## config.mk

```make
export PLATFORM = sky130hd
export DESIGN_NAME = answer_tx_flat
export DESIGN_NICKNAME = d
export VERILOG_FILES = /design/src/rtl/answer_tx_if.sv /design/src/rtl/answer_tx.sv /design/src/flat_wrapper.sv
export SDC_FILE = /design/constraint.sdc
export NUM_CORES = 1
export LEC_CHECK = 0
export ABC_AREA = 0
export CAP_MARGIN = 30
export CORE_MARGIN = 1
export CORE_UTILIZATION = 40
export CTS_BUF_LIST = sky130_fd_sc_hd__clkbuf_8
export DETAILED_ROUTE_END_ITERATION = 10
export GPL_TIMING_DRIVEN = 0
export HOLD_SLACK_MARGIN = 0.15
export PLACE_DENSITY = 0.6
export RECOVER_POWER = 50
export SLEW_MARGIN = 0
export SYNTH_ARGS = -nofsm -noshare
export SYNTH_HDL_FRONTEND = slang
export SYNTH_SLANG_ARGS = --single-unit
```

## constraint.sdc

```tcl
create_clock -name clk -period 2.1 [get_ports clk]
set_input_delay 0.42 -clock clk [delete_from_list [all_inputs] [get_ports clk]]
set_output_delay 0.42 -clock clk [all_outputs]
set_load 0.02 [all_outputs]
```

## src/rtl/answer_tx_if.sv

```systemverilog
// answer_tx_if: request, table and serial-line signals of the answer frame transmitter
// Signals: start (frame request), data (registered table byte), addr (table address),
//          txd (8N1 serial line), busy (frame in progress), done (one-clock frame-end pulse)
// master drives start/data (requester and table side); slave is the transmitter
interface answer_tx_if;
    logic       start;
    logic [7:0] data;
    logic [4:0] addr;
    logic       txd;
    logic       busy;
    logic       done;
    modport master (output start, data, input addr, txd, busy, done);
    modport slave  (input start, data, output addr, txd, busy, done);
endinterface

```

## src/rtl/answer_tx.sv

```systemverilog
// answer_tx: walks the answer-byte table and sends each byte as an 8N1 character, plus optional XOR checksum
// Ports: clk   - clock
//        rst   - asynchronous active-low reset
//        bus   - answer_tx_if.slave: start in, data in, addr out, txd out, busy out, done out
module answer_tx #(
    parameter int         CLK_DIV   = 16,
    parameter int         NUM_BYTES = 18,
    parameter logic [4:0] PARK_ADDR = 5'd31,
    parameter bit         CHK_EN    = 1'b1
) (
    input  logic       clk,
    input  logic       rst,
    answer_tx_if.slave bus
);
    localparam logic [1:0]  IDLE     = 2'd0;
    localparam logic [1:0]  FETCH1   = 2'd1;
    localparam logic [1:0]  FETCH2   = 2'd2;
    localparam logic [1:0]  SHIFT    = 2'd3;
    localparam logic [15:0] DIV_LAST = 16'(CLK_DIV - 1);
    localparam logic [4:0]  IDX_LAST = 5'(NUM_BYTES - 1);
    localparam logic [4:0]  IDX_CHK  = 5'(NUM_BYTES);

    logic [1:0]  state_q, state_d;
    logic [4:0]  addr_q, addr_d;
    logic [4:0]  idx_q, idx_d;
    logic        txd_q, txd_d;
    logic        busy_q, busy_d;
    logic        done_q, done_d;
    logic [7:0]  chk_q, chk_d;
    logic [9:0]  sh_q, sh_d;
    logic [15:0] div_q, div_d;
    logic [3:0]  bit_q, bit_d;
    logic        is_chk, div_end, more, chk_next;
    logic [7:0]  cur_byte;

    // The checksum character uses the index one past the last table byte.
    assign is_chk   = CHK_EN && idx_q == IDX_CHK;
    assign cur_byte = is_chk ? chk_q : bus.data;
    assign div_end  = div_q == DIV_LAST;
    assign more     = idx_q < IDX_LAST;
    assign chk_next = CHK_EN && idx_q == IDX_LAST;

    always_comb begin
        state_d = state_q;
        addr_d  = addr_q;
        idx_d   = idx_q;
        txd_d   = txd_q;
        busy_d  = busy_q;
        done_d  = 1'b0;
        chk_d   = chk_q;
        sh_d    = sh_q;
        div_d   = div_q;
        bit_d   = bit_q;
        case (state_q)
            IDLE: begin
                txd_d = 1'b1;
                if (bus.start) begin
                    addr_d  = 5'd0;
                    busy_d  = 1'b1;
                    chk_d   = 8'h00;
                    idx_d   = 5'd0;
                    state_d = FETCH1;
                end
            end
            FETCH1: state_d = FETCH2;
            FETCH2: begin
                sh_d    = {1'b1, cur_byte, 1'b0};
                txd_d   = 1'b0;
                chk_d   = is_chk ? chk_q : chk_q ^ cur_byte;
                div_d   = 16'd0;
                bit_d   = 4'd0;
                state_d = SHIFT;
            end
            SHIFT: begin
                div_d = div_end ? 16'd0 : div_q + 16'd1;
                if (div_end && bit_q != 4'd9) begin
                    sh_d  = sh_q >> 1;
                    txd_d = sh_q[1];
                    bit_d = bit_q + 4'd1;
                end
                // End of stop bit: next table byte, then checksum, then frame end.
                if (div_end && bit_q == 4'd9) begin
                    if (more || chk_next) begin
                        idx_d   = idx_q + 5'd1;
                        addr_d  = more ? addr_q + 5'd1 : PARK_ADDR;
                        state_d = FETCH1;
                    end else begin
                        addr_d  = PARK_ADDR;
                        busy_d  = 1'b0;
                        done_d  = 1'b1;
                        state_d = IDLE;
                    end
                end
            end
            default: state_d = IDLE;
        endcase
    end

    always_ff @(posedge clk or negedge rst) begin
        if (!rst) begin
            state_q <= IDLE;
            addr_q  <= PARK_ADDR;
            idx_q   <= 5'd0;
            txd_q   <= 1'b1;
            busy_q  <= 1'b0;
            done_q  <= 1'b0;
            chk_q   <= 8'h00;
            sh_q    <= 10'h3ff;
            div_q   <= 16'd0;
            bit_q   <= 4'd0;
        end else begin
            state_q <= state_d;
            addr_q  <= addr_d;
            idx_q   <= idx_d;
            txd_q   <= txd_d;
            busy_q  <= busy_d;
            done_q  <= done_d;
            chk_q   <= chk_d;
            sh_q    <= sh_d;
            div_q   <= div_d;
            bit_q   <= bit_d;
        end
    end

    assign bus.addr = addr_q;
    assign bus.txd  = txd_q;
    assign bus.busy = busy_q;
    assign bus.done = done_q;
endmodule

```

## src/flat_wrapper.sv

```systemverilog
// flat-port wrapper written by rule: the top's interface ports become plain ports
module answer_tx_flat 
#(
    parameter int         CLK_DIV   = 16,
    parameter int         NUM_BYTES = 18,
    parameter logic [4:0] PARK_ADDR = 5'd31,
    parameter bit         CHK_EN    = 1'b1
)
  (clk, rst, bus_start, bus_data, bus_addr, bus_txd, bus_busy, bus_done);
  answer_tx_if bus_i ();
  input  logic clk;
  input  logic rst;
  input wire logic [$bits(bus_i.start)-1:0] bus_start;
  input wire logic [$bits(bus_i.data)-1:0] bus_data;
  output wire logic [$bits(bus_i.addr)-1:0] bus_addr;
  output wire logic [$bits(bus_i.txd)-1:0] bus_txd;
  output wire logic [$bits(bus_i.busy)-1:0] bus_busy;
  output wire logic [$bits(bus_i.done)-1:0] bus_done;
  assign bus_i.start = bus_start;
  assign bus_i.data = bus_data;
  assign bus_addr = bus_i.addr;
  assign bus_txd = bus_i.txd;
  assign bus_busy = bus_i.busy;
  assign bus_done = bus_i.done;
  answer_tx #(.CLK_DIV(CLK_DIV), .NUM_BYTES(NUM_BYTES), .PARK_ADDR(PARK_ADDR), .CHK_EN(CHK_EN)) u_core (.clk(clk), .rst(rst), .bus(bus_i));
endmodule
```

==> design notes, run 1 <==
The number of nets in the synthesized netlist is 340. Per the power-grid run, VDD falls by no more than 0.000314 V. In the post-synthesis netlist, the biggest area contributors are sky130_fd_sc_hd__dfrtp_1, sky130_fd_sc_hd__dfstp_2, sky130_fd_sc_hd__mux2_2.

The number of global-route vias before repair is 2230. The run gives 0.11 ns as the slack of the worst reg-to-reg path. The script parses the final routing iteration and logs DRC violations as 0.

The post-cts hold-fix buffer tally was 1; the maximum fanout count along the critical path was 10. The capture point of the worst register-to-register path is recorded as u_core.div_q[5]. The final count of negative-setup-slack endpoints came out at 0. In the final timing run, aggregate negative setup slack is 0 ns.

The total number of cells along the worst setup path was 6. CTS built an H-tree with a depth of 2. Power consumption: 2.02 mW.

The flow ran to the end, and the final reports show no timing, DRC or antenna violations. Share of the final layout cell area in sequential cells: 36.6%. For the sequential cell area in the final layout, the log shows 1320 sq um. The tools report the beginning of the worst register-to-register path as u_core.div_q[11]. The run gives 2.31 ns for the required time of the critical path. Type of the setup path with the least slack: flip-flop to flip-flop. The layout summary lists the proportion of cells stronger than drive strength 1 as 21.3%.

Average wire per standard cell: 15.2 um. By area, the combinational part of the netlist is dominated by simple AND/OR/NAND/NOR gates. Number of antenna violations at the first check in global routing: 0.

The report gives the cell count of the worst hold path as 2. The number of tapcells came out at 99. Register bit total from synthesis: 52.

Global routing used 27.7% of the available met2 tracks. According to the floorplan report, the die width is 89.6 um. Type of destination of the critical path: a flip-flop.

The synthesized netlist occupies a cell area of 3070 sq um. For this run, global-route usage on met3 was measured as 3.05%. The number of warnings issued by yosys is 0. DRC marker count from the first detailed-route iteration: 127. The power density of the placed cells came out at 559 nW/um^2.

The logs give 2.20 ns for the endpoint arrival time on the critical path and 701 for the total of fill cells in the finished design. The final layout report lists a non-clock inverter count of 8. From bottom edge to top edge, the die measures 89.6 um. Summing all multiplexer cells gives an area fraction of 6.53%. TritonCTS built the clock tree. The initial utilization of the core area, before any placement, comes to 41.8%.

Counting flops with a built-in enable in the synthesized netlist gives 0. The cell type contributing the most total cell area after synthesis is sky130_fd_sc_hd__dfrtp_1. In this run the full chip footprint comes out at 8020 sq um.

Cell resize tally after clock tree synthesis: 1. Per the final timing report, the hold violations number 0. STA classifies the critical path startpoint as a flip-flop. The tightest hold path in the finished design has a slack of 0.502 ns. Counting I/O delays and the setup requirement, the final critical path takes 1.99 ns. The buffers plus inverters on the worst setup path came out at 1. Derived from the worst setup path, the maximum achievable clock frequency is 501 MHz.

The run gives 318 as the total cells reported by yosys after synthesis. The synthesized instance count is 318. The worst register-to-register path has a depth of 6. Per the post-route antenna check, the number of violating nets is 0. The leakage component of the power was reported as 1.49 nW. The run gives 247 for the combinational gate count. The total tool warning count works out to 32.

The max-slew check reports its worst relative slack as 51.3%. The first global-routing pass estimated 11000 um of wire. In the synthesis report, Yosys lists the chip area as 3070 sq um. The capturing element of the worst setup path is u_core.div_q[5]. For this run, the script counts the antenna cells in the layout as 0. The xor and xnor area share after synthesis is 1.43%, and the number of distinct library cell variants in the gate-level netlist after synthesis is 58. The count of buffers inserted at the top-level ports is 18.

The final critical path takes up 95.0% of the cycle. With the max-cap violation count at 0, the post-place instance area is 3390 sq um. By area, combinational gates come first. The tally of clock buffers in the finished layout is 5. The root buffer cell chosen for the clock tree is sky130_fd_sc_hd__clkbuf_8. Per the synthesis report, the AND-OR/OR-AND share of the synthesized area is 19.9%.

The clock tree skew after final layout is 0.00873 ns. Leading cell type by number of instances after synthesis: sky130_fd_sc_hd__dfrtp_1. The run gives 0.106 ns as the final worst slack.
==> run 1: metal layers <==
| metal | share of wire [%] | wire (um) | vias up |
|---|---|---|---|
| met2 | 46 | 3140 | 41 |
| met1 | 49 | 3300 | 1216 |
| met3 | 3.5 | 237 | 8 |
| met4 | 1.3 | 90 | 0 |
| li1 | - | - | 1219 |
| met5 | 0 | 0 | - |
==> run 1: registers in the layout, indices dropped and copies added (netlist names) <==
register,cells
u_core.bus.done,1
u_core.bus.addr,5
u_core.state_q,2
u_core.bit_q,4
u_core.bus.txd,1
u_core.bus.busy,1
u_core.chk_q,8
u_core.div_q,16
u_core.idx_q,5
u_core.sh_q,9
==> run 1: report_power, final <==
group          switching, mW  internal, mW
Sequential                 0          1.00
Combinational         0.0317        0.0342
Clock                  0.354         0.596
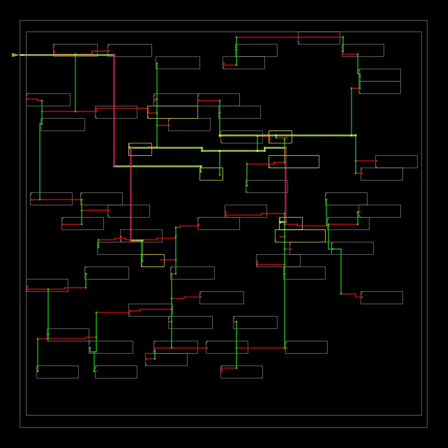
run_1/final_clocks.png
CTS Buf Count: 5
FFs & Latches: 52
clock latency on the worst-skew pair: 0.31 ns

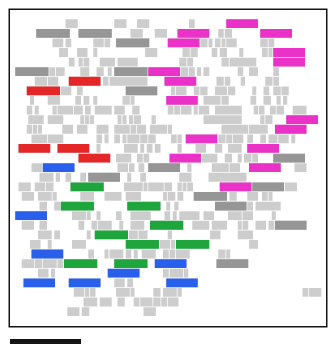
run_1/registers.png
The bar under the picture is 20 um long. Other sequential cells in the stronger grey, the rest of the logic in the fainter grey.
u_core.sh_q: shown in green, placed flops 9. u_core.chk_q: shown in blue, placed flops 8. u_core.div_q: shown in magenta, placed flops 16. u_core.idx_q: shown in red, placed flops 5, where west.

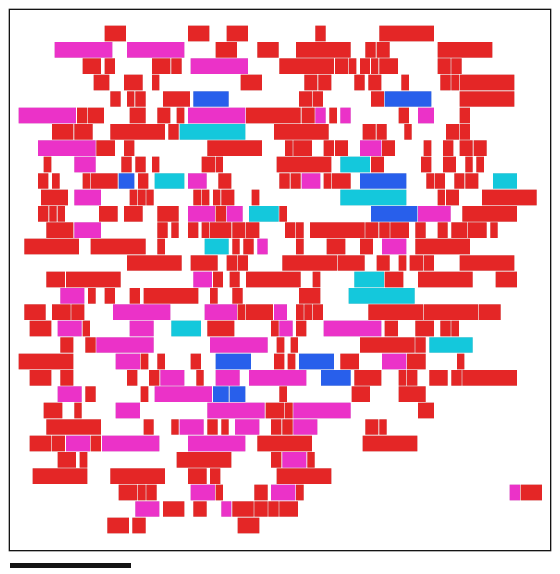
run_1/drive_strength.png
The bar under the picture is 20 um long.
drive 3 to 4: shown in blue, cells 10, share 2.9%. drive 1 or less: shown in red, cells 273, share 79%. drive 6 and up: shown in cyan, cells 11, share 3.2%. drive 2: shown in magenta, cells 53, share 15%.

==> run 1 -> run 2 <==
--- a/config.mk
+++ b/config.mk
@@ -8,12 +8,12 @@
 export ABC_AREA = 0
 export CAP_MARGIN = 30
 export CORE_MARGIN = 1
-export CORE_UTILIZATION = 40
+export CORE_UTILIZATION = 60
 export CTS_BUF_LIST = sky130_fd_sc_hd__clkbuf_8
 export DETAILED_ROUTE_END_ITERATION = 10
 export GPL_TIMING_DRIVEN = 0
 export HOLD_SLACK_MARGIN = 0.15
-export PLACE_DENSITY = 0.6
+export PLACE_DENSITY = 0.83
 export RECOVER_POWER = 50
 export SLEW_MARGIN = 0
 export SYNTH_ARGS = -nofsm -noshare
==> run 2 against run 1 <==
Net effect:
- clock power down 37%
- combinational power down 5.8%
- setup slack worse by 0.059 ns
- worst hold slack better by 0.0012 ns
- first-iteration DRC count up 49%
- fmax down 2.9%
- sequential share of layout area up 1.3 points
- non-clock buffer count unchanged
- global-route usage up 7.6 points
- core utilization up 23 points
- total power down 18%
- count of clock-buffer cells in the layout up 1
- critical endpoint is now u_core.sh_q[7]
- largest power group unchanged
==> design notes, run 2 <==
There are 52 flip-flops and latches. The sequential cells in the finished layout cover a total of 1320 sq um. In the per-layer breakdown of the detailed-route log, met1 shows 2970 um. Once detail routing completed, the nets flagged for antenna violations numbered 0.

The combinational gate count was 247; the number of cell instances on the worst register-to-register path was 6. Of all nets on the critical path, the largest fanout is 8. Looking at the clock tree report, the H-tree level count equals 2. With the number of remaining DRC errors at 0, the share of final-layout standard cells stronger than drive strength 1 is 21.3%. The capture point of the worst register-to-register path is recorded as u_core.sh_q[7].

The arrival time of data at the worst endpoint is listed as 2.29 ns. Final hold analysis gives a worst-case slack of 0.503 ns. For this run the top cell type by instance count after synthesis was sky130_fd_sc_hd__dfrtp_1.

For the post-place instance area, the log shows 3350 sq um. The startpoint type of the worst setup path is a flip-flop. Detailed routing placed a total of 3140 um of wire on met2. The repair_antennas step left the layout with diodes totalling 0. Based on the critical path, the design can be clocked at up to 487 MHz. The first global-routing pass estimated 10700 um of wire.

The final layout report lists a non-clock inverter count of 8. The worst setup path is captured at a flip-flop. The logs give 0 for the number of antenna violations at the first check in global routing and 359 for the total of fill cells in the finished design. The run gives 15.7 um for the average wire per standard cell. The register with the most flip-flops in the layout has 16 of them. More flip-flops sit in one register than any other, and that register is u_core.div_q.

Per the power-grid run, VDD falls by no more than 0.000352 V. For reference, the critical path is captured by u_core.sh_q[7]. Yosys mapped a number of flops with a built-in enable equal to 0. The final worst slack was 0.0469 ns; the share of the final layout cell area in sequential cells was 37.9%. In the hold timing report, the worst path depth is 2. In this run the power density over the cells is 476 nW/um^2.

The tools report the beginning of the worst register-to-register path as u_core.div_q[6]. Adding up every negative setup slack in the final design gives 0 ns. The DRC marker count from the first detailed-route iteration came out at 189.

Signal nets in the final route climb as high as met4. Of the combinational cells, the family taking the most area is simple AND/OR/NAND/NOR gates. The flow ran to the end, and the final reports show no timing, DRC or antenna violations. The tools report the root cell of the clock tree as sky130_fd_sc_hd__clkbuf_8. The count of buffers added on input and output ports is 18. The stage logs contain a warning count of 32.

Yosys stat counts 318 cells in the synthesized netlist. The skew report gives the latency at the later pin of the worst-skew pair as 0.31 ns. Synthesis produced a netlist with a net count of 340.
## run 2: repair_timing
| item | in CTS | in global routing |
|---|---|---|
| hold endpoints to repair | 12 | 0 |
| gates cloned | 0 | 1 |
| setup buffers | 0 | 1 |
| hold buffers | 1 | 0 |
| resized | 2 | 10 |
| pin swaps | 0 | 1 |
| endpoints found under the setup margin | 11 | 31 |
## run 2: critical path: cells and delay by family (launching register included)
kind	cells	cell delay (ns)
DFF	1	0.38
muxes	1	0.38
AOI/OAI and AO/OA	1	0.30
buffers and inverters	1	0.14
and+or+nand+nor	3	0.79
## run 2: power by group
part,internal (mW),switching (mW)
registers,1.00,0
clock network,0.264,0.331
logic,0.0318,0.0302
total,1.30,0.361
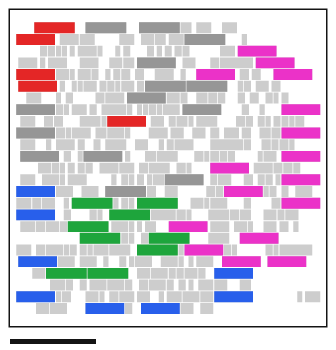
run_2/registers.png
The bar under the picture is 20 um long. Other sequential cells in the stronger grey, the rest of the logic in the fainter grey.
u_core.chk_q: shown in blue, placed flops 8. u_core.div_q: shown in magenta, placed flops 16. u_core.idx_q: shown in red, placed flops 5, where north-west. u_core.sh_q: shown in green, placed flops 9.
Another 14 sequential cells are not coloured.

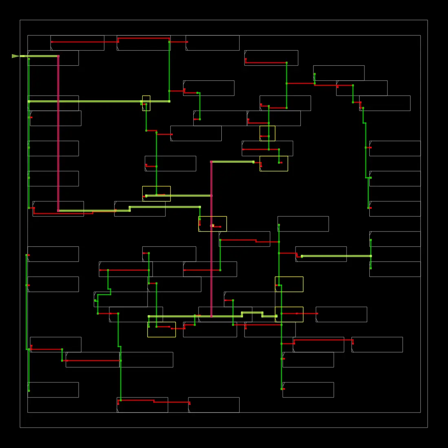
run_2/final_clocks.png
Clk power: 595 uW
clk_skew: 0.0134 ns
number of clock buffers in the layout: 6
TritonCTS sink count: 52

No activity file was given, so power comes from the tool's default toggle rates.
